### src/rtl/gf_pkg.sv
// Shared definitions for the bit-serial carry-ripple pipelined adder.
package gf_pkg;

  localparam int GF_WIDTH_DEFAULT = 8;

  // Cycles from the in_valid sample edge to out_valid for operand width w.
  function automatic int lat(input int w);
    return w + 1;
  endfunction

  // Control that rides alongside one transaction through the bit stages.
  typedef struct packed {
    logic valid;
    logic sub;
    logic carry;
  } stage_t;

endpackage

### src/rtl/gf_fa_stage.sv
// One pipelined full-adder bit cell: adds one operand bit pair to the carry
// handed over by the previous stage and registers sum, carry and valid.
module gf_fa_stage
  import gf_pkg::*;
(
  input  logic   clk,
  input  logic   rst_n,
  input  stage_t in_rec,
  input  logic   a_bit,
  input  logic   b_bit,
  output logic   valid_q,
  output logic   carry_q,
  output logic   sum_q
);

  logic b_eff;
  logic valid_d;
  logic carry_d;
  logic sum_d;

  // B is inverted here using the sub bit that travels with this transaction,
  // so a mixed add/sub stream never uses a neighbour's mode; bubbles yield 0.
  always_comb begin
    b_eff   = b_bit ^ in_rec.sub;
    valid_d = in_rec.valid;
    sum_d   = 1'b0;
    carry_d = 1'b0;
    if (in_rec.valid) begin
      sum_d   = a_bit ^ b_eff ^ in_rec.carry;
      carry_d = (a_bit & b_eff) | (in_rec.carry & (a_bit ^ b_eff));
    end
  end

  // Stage register, cleared asynchronously.
  always_ff @(posedge clk or negedge rst_n) begin
    if (!rst_n) begin
      valid_q <= 1'b0;
      carry_q <= 1'b0;
      sum_q   <= 1'b0;
    end else begin
      valid_q <= valid_d;
      carry_q <= carry_d;
      sum_q   <= sum_d;
    end
  end

endmodule

### src/rtl/gf_pipelined_adder.sv
// Carry-ripple pipelined adder/subtractor: one bit per stage, operands skewed
// in and sum bits deskewed out, latency WIDTH+1, one transaction per clock.
module gf_pipelined_adder
  import gf_pkg::*;
#(
  parameter int WIDTH = GF_WIDTH_DEFAULT
) (
  input  logic             clk,
  input  logic             rst_n,
  input  logic             in_valid,
  input  logic [WIDTH-1:0] a,
  input  logic [WIDTH-1:0] b,
  input  logic             carry_in,
  input  logic             sub,
  output logic             out_valid,
  output logic [WIDTH-1:0] sum,
  output logic             carry_out,
  output logic             overflow
);

  logic [WIDTH-1:0] a_in_q, a_in_d;
  logic [WIDTH-1:0] b_in_q, b_in_d;
  logic             valid_in_q, valid_in_d;
  logic             sub_in_q, sub_in_d;
  logic             carry_in_q, carry_in_d;

  logic             sub_skew_q [1:WIDTH-1];
  logic             sub_skew_d [1:WIDTH-1];

  stage_t           stage_rec [WIDTH];
  logic [WIDTH-1:0] op_a, op_b;
  logic [WIDTH-1:0] stage_valid, stage_carry, stage_sum;
  logic [WIDTH-1:0] sum_aligned;

  logic             msb_cin_q, msb_cin_d;

  logic             out_valid_q, out_valid_d;
  logic [WIDTH-1:0] sum_q, sum_d;
  logic             carry_out_q, carry_out_d;
  logic             overflow_q, overflow_d;

  // Capture the transaction; subtract forces the carry into bit 0 to 1.
  always_comb begin
    a_in_d     = a;
    b_in_d     = b;
    valid_in_d = in_valid;
    sub_in_d   = sub;
    carry_in_d = sub | carry_in;
  end

  // Input capture register.
  always_ff @(posedge clk or negedge rst_n) begin
    if (!rst_n) begin
      a_in_q     <= '0;
      b_in_q     <= '0;
      valid_in_q <= 1'b0;
      sub_in_q   <= 1'b0;
      carry_in_q <= 1'b0;
    end else begin
      a_in_q     <= a_in_d;
      b_in_q     <= b_in_d;
      valid_in_q <= valid_in_d;
      sub_in_q   <= sub_in_d;
      carry_in_q <= carry_in_d;
    end
  end

  // Mode bit skew: stage k sees the sub bit delayed k cycles.
  always_comb begin
    sub_skew_d[1] = sub_in_q;
    for (int j = 2; j < WIDTH; j++) begin
      sub_skew_d[j] = sub_skew_q[j-1];
    end
  end

  // Mode skew register.
  always_ff @(posedge clk or negedge rst_n) begin
    if (!rst_n) begin
      for (int j = 1; j < WIDTH; j++) begin
        sub_skew_q[j] <= 1'b0;
      end
    end else begin
      sub_skew_q <= sub_skew_d;
    end
  end

  // Each stage's control record: valid and carry come from the previous cell.
  always_comb begin
    stage_rec[0].valid = valid_in_q;
    stage_rec[0].sub   = sub_in_q;
    stage_rec[0].carry = carry_in_q;
    for (int k = 1; k < WIDTH; k++) begin
      stage_rec[k].valid = stage_valid[k-1];
      stage_rec[k].sub   = sub_skew_q[k];
      stage_rec[k].carry = stage_carry[k-1];
    end
  end

  for (genvar k = 0; k < WIDTH; k++) begin : g_bit
    if (k == 0) begin : g_no_skew
      assign op_a[k] = a_in_q[k];
      assign op_b[k] = b_in_q[k];
    end else begin : g_skew
      logic skew_a_q [0:k-1];
      logic skew_a_d [0:k-1];
      logic skew_b_q [0:k-1];
      logic skew_b_d [0:k-1];

      // Delay operand bit k by k cycles so it meets its ripple carry.
      always_comb begin
        skew_a_d[0] = a_in_q[k];
        skew_b_d[0] = b_in_q[k];
        for (int j = 1; j < k; j++) begin
          skew_a_d[j] = skew_a_q[j-1];
          skew_b_d[j] = skew_b_q[j-1];
        end
      end

      // Operand skew register.
      always_ff @(posedge clk or negedge rst_n) begin
        if (!rst_n) begin
          for (int j = 0; j < k; j++) begin
            skew_a_q[j] <= 1'b0;
            skew_b_q[j] <= 1'b0;
          end
        end else begin
          skew_a_q <= skew_a_d;
          skew_b_q <= skew_b_d;
        end
      end

      assign op_a[k] = skew_a_q[k-1];
      assign op_b[k] = skew_b_q[k-1];
    end

    gf_fa_stage u_stage (
      .clk     (clk),
      .rst_n   (rst_n),
      .in_rec  (stage_rec[k]),
      .a_bit   (op_a[k]),
      .b_bit   (op_b[k]),
      .valid_q (stage_valid[k]),
      .carry_q (stage_carry[k]),
      .sum_q   (stage_sum[k])
    );

    if (k == WIDTH - 1) begin : g_no_deskew
      assign sum_aligned[k] = stage_sum[k];
    end else begin : g_deskew
      localparam int DLEN = WIDTH - 1 - k;
      logic deskew_q [0:DLEN-1];
      logic deskew_d [0:DLEN-1];

      // Delay sum bit k so all bits of a transaction line up at the MSB stage.
      always_comb begin
        deskew_d[0] = stage_sum[k];
        for (int j = 1; j < DLEN; j++) begin
          deskew_d[j] = deskew_q[j-1];
        end
      end

      // Sum deskew register.
      always_ff @(posedge clk or negedge rst_n) begin
        if (!rst_n) begin
          for (int j = 0; j < DLEN; j++) begin
            deskew_q[j] <= 1'b0;
          end
        end else begin
          deskew_q <= deskew_d;
        end
      end

      assign sum_aligned[k] = deskew_q[DLEN-1];
    end
  end

  // Keep the carry into the MSB alongside the MSB stage for overflow.
  always_comb begin
    msb_cin_d = stage_carry[WIDTH-2];
  end

  // MSB carry-in register.
  always_ff @(posedge clk or negedge rst_n) begin
    if (!rst_n) begin
      msb_cin_q <= 1'b0;
    end else begin
      msb_cin_q <= msb_cin_d;
    end
  end

  // Final result; bubbles present all-zero outputs.
  always_comb begin
    out_valid_d = stage_valid[WIDTH-1];
    sum_d       = '0;
    carry_out_d = 1'b0;
    overflow_d  = 1'b0;
    if (stage_valid[WIDTH-1]) begin
      sum_d       = sum_aligned;
      carry_out_d = stage_carry[WIDTH-1];
      overflow_d  = msb_cin_q ^ stage_carry[WIDTH-1];
    end
  end

  // Output register.
  always_ff @(posedge clk or negedge rst_n) begin
    if (!rst_n) begin
      out_valid_q <= 1'b0;
      sum_q       <= '0;
      carry_out_q <= 1'b0;
      overflow_q  <= 1'b0;
    end else begin
      out_valid_q <= out_valid_d;
      sum_q       <= sum_d;
      carry_out_q <= carry_out_d;
      overflow_q  <= overflow_d;
    end
  end

  assign out_valid = out_valid_q;
  assign sum       = sum_q;
  assign carry_out = carry_out_q;
  assign overflow  = overflow_q;

endmodule

### config.mk
export PLATFORM = sky130hd
export DESIGN_NAME = gf_pipelined_adder
export DESIGN_NICKNAME = d
export VERILOG_FILES = /design/src/rtl/gf_pkg.sv /design/src/rtl/gf_fa_stage.sv /design/src/rtl/gf_pipelined_adder.sv
export SDC_FILE = /design/constraint.sdc
export NUM_CORES = 1
export LEC_CHECK = 0
export ABC_CLOCK_PERIOD_IN_PS = 1200
export CAP_MARGIN = 10
export CORE_AREA = 2 2 112 114
export CTS_BUF_LIST = sky130_fd_sc_hd__clkbuf_4 sky130_fd_sc_hd__clkbuf_8
export DETAILED_ROUTE_END_ITERATION = 7
export DIE_AREA = 0 0 114 116
export GPL_ROUTABILITY_DRIVEN = 0
export GPL_TIMING_DRIVEN = 1
export PLACE_DENSITY = 0.56
export SETUP_SLACK_MARGIN = 0.1
export SYNTH_ARGS = -nofsm -noshare
export SYNTH_HDL_FRONTEND = slang
export SYNTH_SLANG_ARGS = --single-unit
### constraint.sdc
create_clock -name clk -period 1.2 [get_ports clk]
set_input_delay 0.12 -clock clk [delete_from_list [all_inputs] [get_ports clk]]
set_output_delay 0.12 -clock clk [all_outputs]
set_load 0.1 [all_outputs]
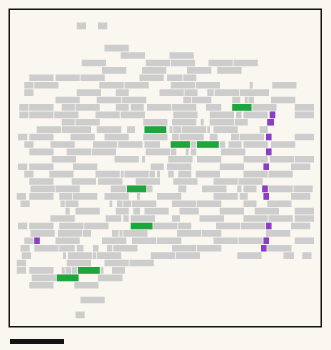
(run_1/gate_families.png)
Bar = 20 microns.
colour	family	cells	most used
green	adder and majority cells	8	fa_2
purple	AND and OR gates	11	and2_1

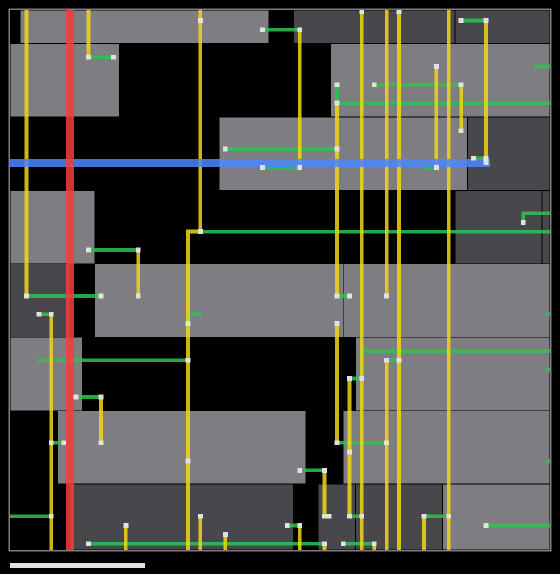
(run_1/zoom.png)
Bar = 5 microns. Region (47, 71) to (67, 91) microns. Cells in grey, sequential cells in the stronger grey; small squares are vias.
colour	layer
blue	met3
yellow	met2
red	met4
green	met1
cells with their middle in the window	12
netlist names of flops here include	g_bit.g_skew.skew_a_q (2), g_bit.g_skew.skew_b_d (2)
most frequent	dfrtp_1 (7)
sequential cells in the window	7

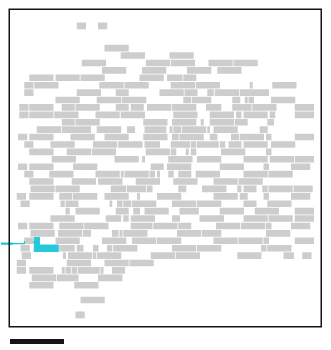
(run_1/port_nets.png)
Bar = 20 microns.
colour	port	bits	direction	edge	end cells	buffers	wire
cyan	sub	1	input	left	2	1	9.20 microns

==> deck_impl_summary.md, run 1 <==
Implementation Results

Status
  – Outcome: complete, but fails checks
  – Violated checks: negative setup slack

Cells and area
  – Post-route cell area: 0.00529 sq mm
  – N_diodes: 0
  – Top Layout Cells: dfrtp_1, clkdlybuf4s50_1, clkbuf_8
  – Most frequent logic cell in the layout: dfrtp_1
  – Sequential share of cell area: 69.1%
  – Clkbuf count: 18
  – Inverter count: 16
  – Synth-to-Final Area Change: 28.3%
  – Layout Cells excl Fill: 424
  – # nets final: 293
  – Buffers, non-clock: 39

Die
  – Num rows: 40
  – Die width: 114 microns
  – FP Util: 34.6%
  – Chip height: 116 microns

Power and ir drop
  – P_sw: 0.00231 W
  – Comb group: 0.000709 W
  – Reg power frac: 55.0%
  – Power per cell area: 1860 mW/mm^2
  – Internal Pwr Total: 0.00752 W
  – Heaviest power group: registers
  – Switching portion of total power: 23.5%
  – Combinational share of power: 7.2%
  – P_clk: 0.00372 W
  – P_seq: 0.00541 W
  – Maximum vdd ir drop: 0.834 mV

Hold path
  – Hold Crit Class: input pin to register
  – HP Start: b[1]

Yosys
  – Cell Type Count: 9
  – Cell total in the yosys stat output: 206
  – Synth area leader: dfrtp_1
  – Registers, synthesis: 146
  – Top area cell types: dfrtp_1, fa_1, nor2b_1, xnor2_1, inv_1
  – Mapped Cells: 206
  – Syn. warnings: 0
  – YS chip area: 0.00412 sq mm
  – Synth top area share: 88.6%

Placement
  – DP Wirelength: 2300 microns
  – Dpl cell area: 0.00480 sq mm
  – Setup WS pre-CTS: 0.00945 ns

GRT
  – First-pass GRT wire length: 7400 microns
  – Initial antenna violation count: 0
  – Grt total ovfl: 0
  – M3 GR Usage: 3.92%
  – Vias in the first global route: 1,741
  – Met2 usage: 12.8%
  – Largest net degree at the start of global routing: 40

Clock network
  – Resize count post-CTS: 0
  – Clock tree buffer depth: 2
  – CTS Sinks: 146
  – Clock-pin transition on the worst setup and hold timing paths: 0.08 ns
  – Total CTS buffers: 17
  – CTS Hold Bufs: 1

Setup path
  – Crit path to: g_bit[1].u_stage.sum_q$_DFF_PN0_
  – CP max stage delay: 0.47 ns
  – Crit path cell chain: xnor2_1 -> fa_2 -> nor2b_1
  – Worst r2r src: stage_rec[19]$_DFF_PN0_
  – Nature of the critical path endpoint: register
  – R2R Setup Slk: -0.03 ns
  – CP startpoint: stage_rec[19]$_DFF_PN0_
  – Crit-path max FO: 2
  – Crit path DAT: 1.58 ns
  – R2R Path End: g_bit[1].u_stage.sum_q$_DFF_PN0_
  – Worst r2r path cells: 3
  – Critical path class: register to register

Final timing
  – Final WS setup: -0.0306 ns
  – Max Slew Vio Count: 0
  – Worst Skew: 0.0103 ns
  – Setup violators final: 6
  – Final Cycle Share: 103%
  – RSZ-0062 raised after global routing: true
  – Hold Fails Final Rpt: 0
  – Fmax: 0.813 GHz
  – Slew @ Worst Pin: 0.368 ns

Routing
  – Highest routed metal layer: met4
  – Metal-1 WL: 1520 microns
  – Final ANT Viol Nets: 0
  – Final Routed Wirelength: 4170 microns
  – Detailed Routing Iterations Pass 1: 2
  – Total number of vias: 1,662
  – 1st-iter DRT viols: 43

Run
  – Max cap viols: 0
  – OpenROAD warning count: 29
-- run 1: Yosys cell counts (all sizes together) --
cell   instances
xnor2          8
dfrtp        146
and2          10
nor2b         16
or2            1
xor2           1
fa             8
inv           16
-- run 1: critical path: cells and delay by family, from the launching register on --
family,cells,cell delay [ns]
xor+xnor,1,0.19
flops,1,0.39
fa+ha+maj,1,0.47
simple gates,1,0.11
-- run 1: cell families (layout without fill, tap and decap cells) --
| group | count (synthesis) | in the layout | share of synthesized area [%] |
|---|---|---|---|
| xor gates and xnor gates | 9 | 9 | 1.91 |
| adders and majority gates | 8 | 8 | 3.88 |
| buffers and inverters | 16 | 87 | 1.46 |
| DFF | 146 | 146 | 88.6 |
| and+or+nand+nor | 27 | 27 | 4.13 |
==> inputs of run 2 (changes only) <==
- SKIP_LAST_GASP: unset -> 1
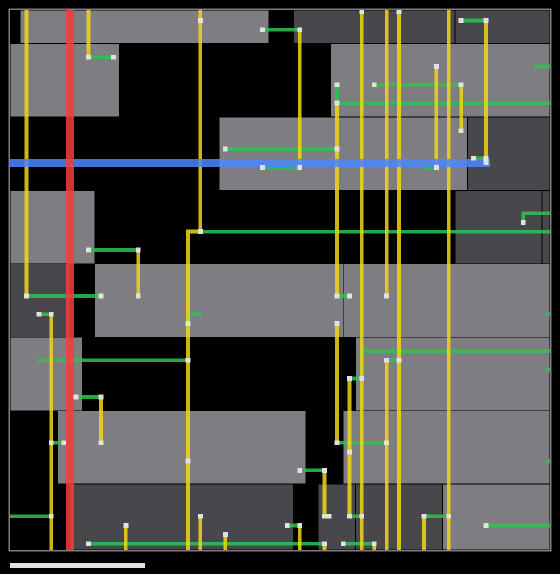
(run_2/zoom.png)
Bar = 5 microns. Region (47, 71) to (67, 91) microns. Cells in grey, sequential cells in the stronger grey; small squares are vias.
colour	layer
green	met1
red	met4
yellow	met2
blue	met3
sequential cells in the window	7
netlist names of flops here include	g_bit.g_skew.skew_a_q (2), g_bit.g_skew.skew_b_d (2)
most frequent	dfrtp_1 (7)
cells with their middle in the window	12

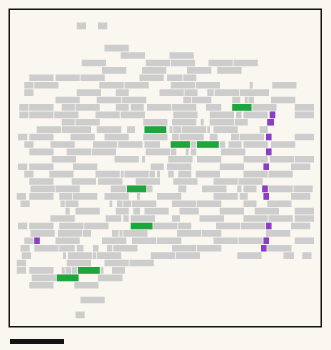
(run_2/gate_families.png)
Bar = 20 microns.
colour	family	cells	most used
green	adder and majority cells	8	fa_2
purple	AND and OR gates	11	and2_1

==> run 2 against run 1 <==
Highest routed layer unchanged. Critical path depth unchanged. The flow still finishes with violations (negative setup slack). Sequential power about the same. Register-to-register slack about the same. Non-clock buffer count unchanged. Largest cell class unchanged.
==> deck_impl_summary.md, run 2 <==
Implementation Results

Placement
  – Setup WS pre-CTS: 0.00945 ns (unchanged)
  – Dpl cell area: 0.00480 sq mm (unchanged)

Routing
  – Highest routed metal layer: met4
  – Final Routed Wirelength: 4170 microns (unchanged)
  – Detailed Routing Iterations Pass 1: 2 (unchanged)
  – Total number of vias: 1,662 (unchanged)
  – Metal-1 WL: 1520 microns (unchanged)
  – 1st-iter DRT viols: 43 (unchanged)
  – Via/cell ratio: 3.92
  – Final ANT Viol Nets: 0 (unchanged)

Cells and area
  – # nets final: 293 (unchanged)
  – Layout Cells excl Fill: 424 (unchanged)
  – Synth-to-Final Area Change: 28.3% (unchanged)
  – Post-route cell area: 0.00529 sq mm (unchanged)
  – Top Layout Cells: dfrtp_1, clkdlybuf4s50_1, clkbuf_8
  – N_diodes: 0 (unchanged)
  – Most frequent logic cell in the layout: dfrtp_1

GRT
  – Largest net degree at the start of global routing: 40 (unchanged)
  – Vias in the first global route: 1,741 (unchanged)
  – M3 GR Usage: 3.92% (unchanged)
  – Gr usage total: 7.69%
  – Grt total ovfl: 0 (unchanged)
  – Met2 usage: 12.8% (unchanged)
  – Initial antenna violation count: 0 (unchanged)
  – First-pass GRT wire length: 7400 microns (unchanged)

Yosys
  – Most frequent cell after synthesis: dfrtp_1
  – Post-synthesis adder-cell area fraction: 3.88% (unchanged)
  – Post-synth top cells: dfrtp_1, inv_1, nor2b_1
  – Post-synth EDFFs: 0 (unchanged)
  – Registers, synthesis: 146 (unchanged)
  – Main synth FF type: dfrtp_1
  – YS chip area: 0.00412 sq mm (unchanged)
  – Mapped Cells: 206 (unchanged)
  – Cell total in the yosys stat output: 206 (unchanged)
  – XOR/XNOR Area Share: 1.91% (unchanged)
  – Synth area leader: dfrtp_1
  – Basic Gates by Area: 4.13% (unchanged)
  – Yosys aoi share: 0% (unchanged)
  – Top non-seq family: simple AND/OR/NAND/NOR gates
  – Async set or reset register ratio after synthesis: 100% (unchanged)
  – Syn. warnings: 0 (unchanged)

Clock network
  – Clock tree buffer depth: 2 (unchanged)
  – Total CTS buffers: 17 (unchanged)
  – Clock-pin transition on the worst setup and hold timing paths: 0.08 ns (about the same)
  – CTS Sinks: 146 (unchanged)

Status
  – Violated checks: negative setup slack
  – Outcome: complete, but fails checks

Power and ir drop
  – P_sw: 0.00231 W (unchanged)
  – Comb group: 0.000709 W (about the same)
  – Heaviest power group: registers
  – Maximum vdd ir drop: 0.834 mV (unchanged)
  – Combinational share of power: 7.2% (about the same)
  – Switching portion of total power: 23.5% (unchanged)
  – P_clk: 0.00372 W (about the same)
  – Reg power frac: 55.0% (about the same)
  – Internal Pwr Total: 0.00752 W (unchanged)
  – Power per cell area: 1860 mW/mm^2 (unchanged)
  – P_seq: 0.00541 W (about the same)

Final timing
  – Max Slew Vio Count: 0 (unchanged)
  – Fmax: 0.813 GHz (unchanged)
  – Final WS setup: -0.0306 ns (unchanged)
  – Slew @ Worst Pin: 0.368 ns (unchanged)
  – Final Cycle Share: 103% (unchanged)
  – Setup violators final: 6 (unchanged)
  – Worst Skew: 0.0103 ns (unchanged)
  – Hold Fails Final Rpt: 0 (unchanged)
  – RSZ-0062 raised after global routing: true

Die
  – Chip height: 116 microns (unchanged)
  – FP Util: 34.6% (unchanged)
  – Num rows: 40 (unchanged)
  – Die width: 114 microns (unchanged)

Setup path
  – Worst r2r src: stage_rec[19]$_DFF_PN0_
  – CP max stage delay: 0.47 ns (about the same)
  – Worst r2r path cells: 3 (unchanged)
  – Stages on worst setup path: 3 (unchanged)
  – Crit path max-delay family: adder cells
  – Critical path class: register to register
  – Crit path to: g_bit[1].u_stage.sum_q$_DFF_PN0_
  – Worst setup SP type: register
  – Crit path DAT: 1.58 ns (about the same)
  – Bufs and invs on worst path: 0 (unchanged)
  – Crit path cell chain: xnor2_1 -> fa_2 -> nor2b_1
  – CP startpoint: stage_rec[19]$_DFF_PN0_
  – Nature of the critical path endpoint: register
  – R2R Setup Slk: -0.03 ns (about the same)
  – R2R Path End: g_bit[1].u_stage.sum_q$_DFF_PN0_

Hold path
  – Hold Crit Class: input pin to register
  – HP Start: b[1]
  – Worst Hold Depth: 1

Run
  – OpenROAD warning count: 29 (unchanged)
run 2: cell counts after synthesis:
No cell type changed its count.
run 2: final cells by class:
class / instances / area, sq um
clock buffers: 18 / 248
clock inverters: 14 / 153
fillers: 1023 / 6620
inverters: 16 / 60.1
multi-input cells: 44 / 469
flip-flops and latches: 146 / 3650
well taps: 147 / 184
repair buffers: 39 / 522
run 2: worst register-to-register path, cell delays in order (launching register included):
cell,delay (ns)
dfrtp_1,0.39
xnor2_1,0.19
fa_2,0.47
nor2b_1,0.11
run 2: repair_timing:
action | in CTS | in global routing
cloned | 0 | 0
endpoints found under the setup margin | 21 | 27
resized | 0 | 12
hold buffers | 1 | 0
hold endpoints to repair | 146 | 0
buffers inserted | 1 | 2
==> run_2/final_congestion.png <==
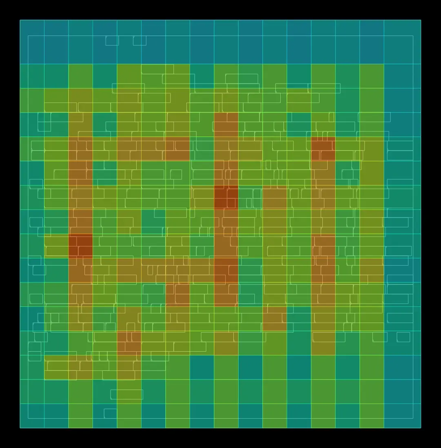

==> inputs of run 3 (changes only) <==
- CORE_AREA: 2 2 112 114 -> 2 2 121 123
- DIE_AREA: 0 0 114 116 -> 0 0 123 125
- PLACE_DENSITY: 0.56 -> 0.49
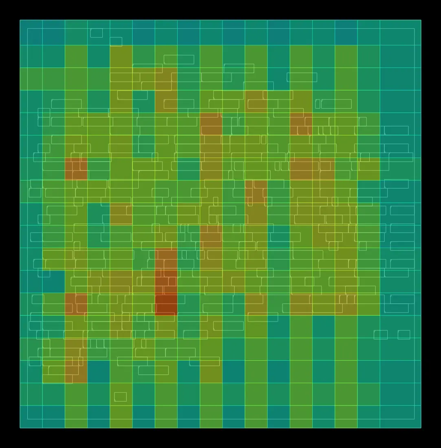
(run_3/final_congestion.png)
met2 usage: 9.98%
met1 Usage GRT: 7.20%
gr usage total: 6.64%

==> run 3 against run 2 <==
The run still ends with negative setup slack left. Hold slack gained 0.0085 ns. Non-clock buffer count is the same. Cell area grew 0.64%. Final cell count grew 8.7%. Largest power group unchanged. Highest routed layer unchanged.
==> deck_impl_summary.md, run 3 <==
Implementation Results

Setup path
  – R2R Path End: g_bit[2].u_stage.sum_q$_DFF_PN0_
  – Worst r2r src: stage_rec[16]$_DFF_PN0_
  – Slowest cell on crit path: fa_2
  – Crit path DAT: 1.54 ns (-0.04 ns)
  – CP max stage delay: 0.51 ns (+0.04 ns)
  – R2R Setup Slk: -0.02 ns (about the same)
  – Bufs and invs on worst path: 0 (unchanged)
  – CP startpoint: stage_rec[16]$_DFF_PN0_
  – Crit path max-delay family: adder cells
  – Crit path cell chain: xnor2_2 -> fa_2 -> nor2b_1
  – Critical path class: register to register
  – Crit path to: g_bit[2].u_stage.sum_q$_DFF_PN0_

GRT
  – First-pass GRT wire length: 7590 microns (+2.6%)
  – Initial antenna violation count: 0 (unchanged)

Yosys
  – Syn. warnings: 0 (unchanged)
  – Top non-seq family: simple AND/OR/NAND/NOR gates
  – Mapped Cells: 206 (unchanged)
  – XOR/XNOR Area Share: 1.91% (unchanged)
  – Main synth FF type: dfrtp_1
  – Yosys aoi share: 0% (unchanged)
  – Most frequent cell after synthesis: dfrtp_1
  – Post-synth EDFFs: 0 (unchanged)
  – Async set or reset register ratio after synthesis: 100% (unchanged)
  – Basic Gates by Area: 4.13% (unchanged)
  – YS chip area: 0.00412 sq mm (unchanged)
  – Post-synthesis adder-cell area fraction: 3.88% (unchanged)
  – Synth area leader: dfrtp_1
  – Registers, synthesis: 146 (unchanged)
  – Post-synth top cells: dfrtp_1, inv_1, nor2b_1

Clock network
  – Post-CTS Setup Repair Bufs: 1 (unchanged)
  – CTS Hold Bufs: 1 (unchanged)
  – Clock-pin transition on the worst setup and hold timing paths: 0.08 ns (about the same)
  – Total CTS buffers: 17 (unchanged)
  – Clock tree buffer depth: 2 (unchanged)

Placement
  – Setup WS pre-CTS: 0.00855 ns (-0.000895 ns)
  – Dpl cell area: 0.00485 sq mm (+1.1%)

Cells and area
  – MI comb cells: 44 (unchanged)
  – Top Layout Cells: dfrtp_1, clkdlybuf4s50_1, clkbuf_8
  – Top class by area: flip-flops and latches
  – Buffers, non-clock: 39 (unchanged)
  – Inverter count: 16 (unchanged)
  – FF+latch area: 0.00365 sq mm (unchanged)
  – Multi-input gate area: 467 sq um (-0.53%)
  – N_diodes: 0 (unchanged)
  – Registers: 146 (unchanged)
  – Buffering overhead: 9.80% (-0.063 points)
  – Clkbuf count: 19 (+1)
  – Most frequent logic cell in the layout: dfrtp_1
  – # nets final: 293 (unchanged)
  – Filler cell count: 1,354 (+32%)
  – Final clock-cell share: 7.33% (-0.24 points)
  – Logic share of the area: 8.77% (-0.10 points)

Power and ir drop
  – Comb group: 0.000699 W (-1%)
  – P_sw: 0.00225 W (-2.7%)
  – P_seq: 0.00540 W (about the same)
  – Reg power frac: 55.4% (+0.4 points)
  – Heaviest power group: registers
  – Power per cell area: 1830 mW/mm^2 (-1.4%)
  – P_clk: 0.00365 W (-2%)
  – Maximum vdd ir drop: 0.839 mV (+0.54%)

Die
  – Num rows: 44 (+10%)
  – FP Util: 29.0% (-5.6 points)
  – Chip height: 125 microns (+7.8%)
  – Tapcell count: 184 (+25%)

Hold path
  – Worst Hold Depth: 1 (unchanged)
  – HP Start: b[3]
  – Hold Crit Class: input pin to register

Final timing
  – Worst Skew: 0.0110 ns (+0.000661 ns)
  – Final WS setup: -0.0224 ns (+0.00819 ns)
  – Hold Fails Final Rpt: 0 (unchanged)
  – Fmax: 0.818 GHz (+0.67%)
  – Setup violators final: 5 (-1)
  – RSZ-0062 raised after global routing: true
  – Final Cycle Share: 102% (-0.68 points)
  – Slew @ Worst Pin: 0.367 ns (-0.00174 ns)
  – Max Slew Vio Count: 0 (unchanged)

Routing
  – Via/cell ratio: 3.53 (-10%)
  – Detailed Routing Iterations Pass 1: 4 (+2)
  – Final ANT Viol Nets: 0 (unchanged)

Status
  – Outcome: complete, but fails checks
  – Violated checks: negative setup slack

Run
  – OpenROAD warning count: 29 (unchanged)
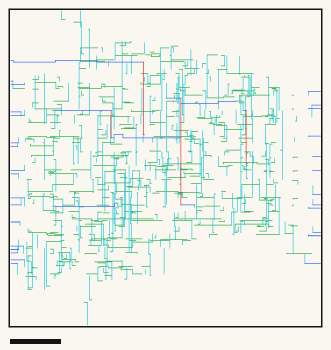
(run_3/metal_stack.png)
Bar = 20 microns.
colour	layer	wire length
blue	met3	275 microns
red	met4	103 microns
cyan	met2	2,150 microns
green	met1	1,640 microns
Final Routed Wirelength: 4170 microns
total number of vias: 1,627
per-cell routed wire length: 9.05 microns

[run 3: cell counts after synthesis]
Identical to the previous run, type by type.
[run 3: metrics by stage]
stage / utilization (%) / total power (W) / setup TNS [ns] / cells
floorplan: - / 0.00581 / 0 / 206
global placement: 34.1 / 0.00617 / 0 / 426
detailed placement: 34.1 / 0.00619 / 0 / 426
CTS: 37.1 / 0.00991 / -0.0406 / 460
global route: 37.5 / 0.0102 / -0.421 / 461
finish: 37.5 / 0.00976 / -0.0833 / 461
[run 3: per-layer routing]
layer / track usage [%] / up-vias / share of wire [%]
met3: 3.28 / 11 / 6.6
met4: 4.81 / 0 / 2.4
li1: - / 732 / -
met2: 9.98 / 44 / 52
met5: 0 / - / 0
met1: 7.20 / 840 / 39
Power and IR drop assume default switching activity.
